==> config.mk <==
export PLATFORM = sky130hd
export DESIGN_NAME = usb_in_packetizer_flat
export DESIGN_NICKNAME = d
export VERILOG_FILES = /design/src/rtl/usb_pkg.sv /design/src/rtl/usb_in_packetizer_if.sv /design/src/rtl/usb_crc16.sv /design/src/rtl/usb_in_packetizer.sv /design/src/flat_wrapper.sv
export SDC_FILE = /design/constraint.sdc
export NUM_CORES = 1
export LEC_CHECK = 0
export ABC_AREA = 0
export CORE_MARGIN = 10
export CORE_UTILIZATION = 45
export DETAILED_ROUTE_END_ITERATION = 16
export GPL_ROUTABILITY_DRIVEN = 0
export GPL_TIMING_DRIVEN = 0
export PLACE_DENSITY = 0.68
export REMOVE_ABC_BUFFERS = 1
export SKIP_CTS_REPAIR_TIMING = 1
export SLEW_MARGIN = 30
export SYNTH_ARGS = -nofsm -noshare
export SYNTH_HDL_FRONTEND = slang
export SYNTH_SLANG_ARGS = --single-unit
==> constraint.sdc <==
create_clock -name i_clk -period 4.1 [get_ports i_clk]
set_clock_uncertainty 0.15 [all_clocks]
set_input_delay 0.82 -clock i_clk [delete_from_list [all_inputs] [get_ports i_clk]]
set_output_delay 0.82 -clock i_clk [all_outputs]
set_load 0.02 [all_outputs]
final_placement.png
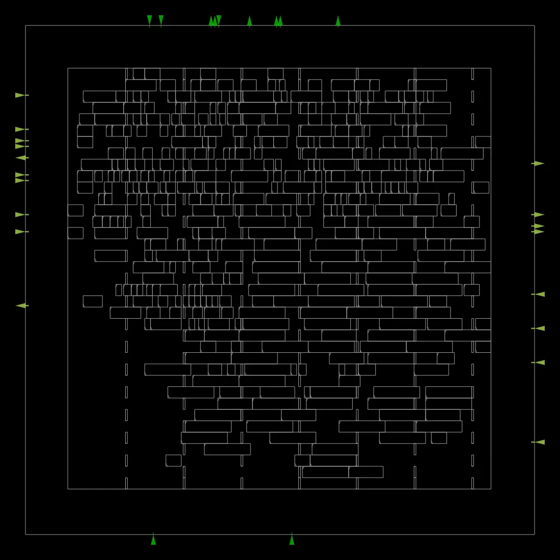
fin util: 52.0%
Fillers: 913
tap cells: 136
Cell Count, Final, Fillers Out: 551
CORE AREA: 10200 µm²

met3.png
Drawn at 2 px/µm. Cells faint in the background.
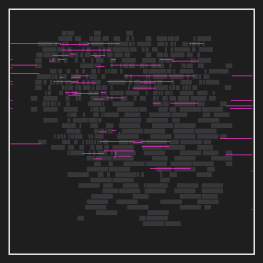
wire length on this layer: 574 µm
main direction: horizontal
nets with wire on the layer: 50
share of all routed wire: 5.4%
longest straight run: 35.0 µm
Vias: 3211
final wirelength: 10700 µm
met3 GRT Util: 2.36%

drive_strength.png
Drawn at 3 px/µm.
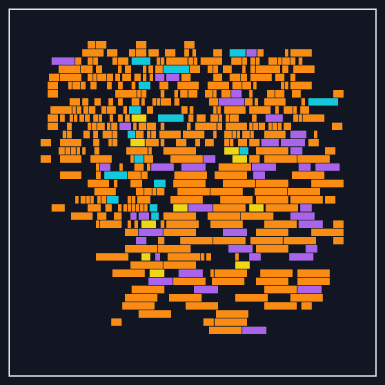
legend:
  orange:
    size: drive 1 or less
    cells: 351
  purple:
    size: drive 2
    cells: 39
  yellow:
    size: drive 6 and up
    cells: 10
  cyan:
    size: drive 3 to 4
    cells: 15
fin worst setup slack: 116 ps
Non-clock buffers: 30
Finished Cell Area: 5300 µm²
synthesis-to-layout area growth: 13.8%

==> notes.md <==
flow finished, numbers: post-detail-place hpwl 7220 µm, Hold Path Depth 2, Flop area between 2000 and 3000 µm², DIE HEIGHT 122 µm, YS warnings 0, antenna violations before repair 0, Slew HR 35.4%, Power Dens Cells 365 nW/µm², OpenROAD warning count 25, Logic area 1960 µm², drt first pass iters 5, hold slack roughly 320 ps, dpl cells 534, fin crit period 3980 ps, H-tree Lvls 3, TritonCTS clock tree done, arrival time of the worst setup path 3010 ps, Root Buffer clkbuf_8, remaining antenna violation count after routing 0, Synth Instances 385, Skew-Pair Late Insertion Delay 360 ps, mapped cell area approximately 4700 µm², n_diodes 0, Worst Hold Class register to register, final hold vios 0, Final Cycle Share 97.2%, worst endpoint required time around 3100 ps, yosys cell count between 300 and 400, Setup CP Type register to output port, DRT iter0 DRCs 365, M1 GR Usage 20.3%, Final setup viols 0, share of layout cells above drive strength 1 between 15 and 20%, Yosys Chip Area 4660 µm², worst reg2reg path depth 7, Most common reg cell edfxtp_1, residual DRC count 0, combinational share of power 15.0%, ys async rst share 0%, GR Overflow Total 0, worst-margin pin slew 965 ps, met2 Use GR between 20% and 30%, most frequent logic cell in the layout edfxtp_1, Worst-path clk slew 100 ps, Seq/Total Area, Yosys 56.3%, Synth Register Bits 99, leakage power 1.78 nW, Switching Fraction 26.6%, Top Layout Cells edfxtp_1 (64), nand2_1 (45), dfxtp_1 (31), drt via density between 5 and 6, busiest layer in global routing met2, largest net degree at the start of global routing 31, Die Size 14800 µm², Port Buffers 28, Crit. End Element output port, NumNets Final roughly 430, GRT Util Overall between 10% and 20%, Max-Cap Viols 0, Num CTS Buffers 9, Post-synth EDFFs around 64, Clk pwr share 28.9%, cell-internal power 1.42 mW, first-pass GRT wire length 16700 µm, row cnt 37, DIE WIDTH between 100 and 150 µm, reg-to-reg setup timing slack 250 ps, Largest register FFs roughly 64, Max Fclk 0.251 GHz, Seq pwr share a little under three fifths, max-slew violations 0, Num Clock Sinks 99, result of the run completed, Sw Pwr 0.514 mW, Crit Path Max Fanout 16
[routing by layer]
layer  routed length [µm]  part of all wire (%)  up-vias
met5                    0                     0        -
met4                  135                   1.3        0
met3                  573                   5.3        9
met2                 5100                    48      101
met1                 4920                    46     1603
li1                     -                     -     1498
[power groups by stage]
| stage | Clock, mW | Sequential (mW) | Combinational (mW) |
|---|---|---|---|
| after floorplan | 0 | 1.10 | 0.182 |
| after global placement | 0 | 1.11 | 0.272 |
| after detailed placement | 0 | 1.11 | 0.276 |
| after CTS | 0.573 | 1.09 | 0.278 |
| after global routing | 0.607 | 1.09 | 0.311 |
| final | 0.558 | 1.09 | 0.289 |
[Yosys cell counts (all sizes together) (2+ instances only)]
master,number,area (µm²)
a211oi,3,22.5
a21boi,2,15.0
a21oi,18,90.1
a221o,5,51.3
a221oi,3,32.5
a31oi,2,12.5
and2,3,18.8
buf,4,22.5
clkbuf,13,48.8
dfxtp,35,701
edfxtp,64,1920
ha,5,62.6
inv,17,63.8
mux2,7,82.6
mux4,16,360
nand2,45,169
nand2b,4,25.0
nand3,12,60.1
nand4,2,12.5
nor2,29,116
nor2b,4,25.0
nor3,15,80.1
nor3b,2,15.0
nor4,4,31.3
o211ai,11,82.6
o21ai,12,60.1
o22ai,4,25.0
or4,2,15.0
xnor2,13,121
xnor3,2,46.3
xor2,9,105
[logic make-up (layout without fill, tap and decap cells)]
| family | after synthesis | count (layout) | synth area share, % |
|---|---|---|---|
| AND/OR/NAND/NOR | 126 | 127 | 12.8 |
| flip-flops | 99 | 99 | 56.3 |
| AND-OR/OR-AND | 73 | 73 | 11.0 |
| buffers and inverters | 34 | 63 | 2.90 |
| XOR/XNOR | 24 | 24 | 5.86 |
| multiplexers | 24 | 24 | 9.72 |
| adder cells (fa/ha/maj) | 5 | 5 | 1.34 |
[layout make-up]
class | instances | area share, %
sequential | 99 | 49.7
timing repair buffer | 30 | 5.62
clock inverter | 5 | 0.732
inverter | 17 | 1.20
tap | 136 | 3.21
clock buffer | 11 | 2.48
multi-input combinational | 253 | 37.1
[critical path, cell delays in order, from the launching register on]
cell and delay (ps):
dfxtp_1 840, mux4_2 600, mux2_2 270, a221o_2 390, clkdlybuf4s50_1 560
[metrics by stage]
stage,TNS [ps],power (mW),setup slack (ps),utilization (%)
6_report,0,1.93,116,52.0
5_1_grt,-1.22,2.01,-1.22,52.0
4_1_cts,-44690,1.94,-1300,51.5
3_5_place_dp,-50690,1.38,-1030,49.8
3_3_place_gp,-88460,1.38,-1680,49.5
2_1_floorplan,-12000,1.29,-472,-
Power is estimated from default activity; no workload was simulated.
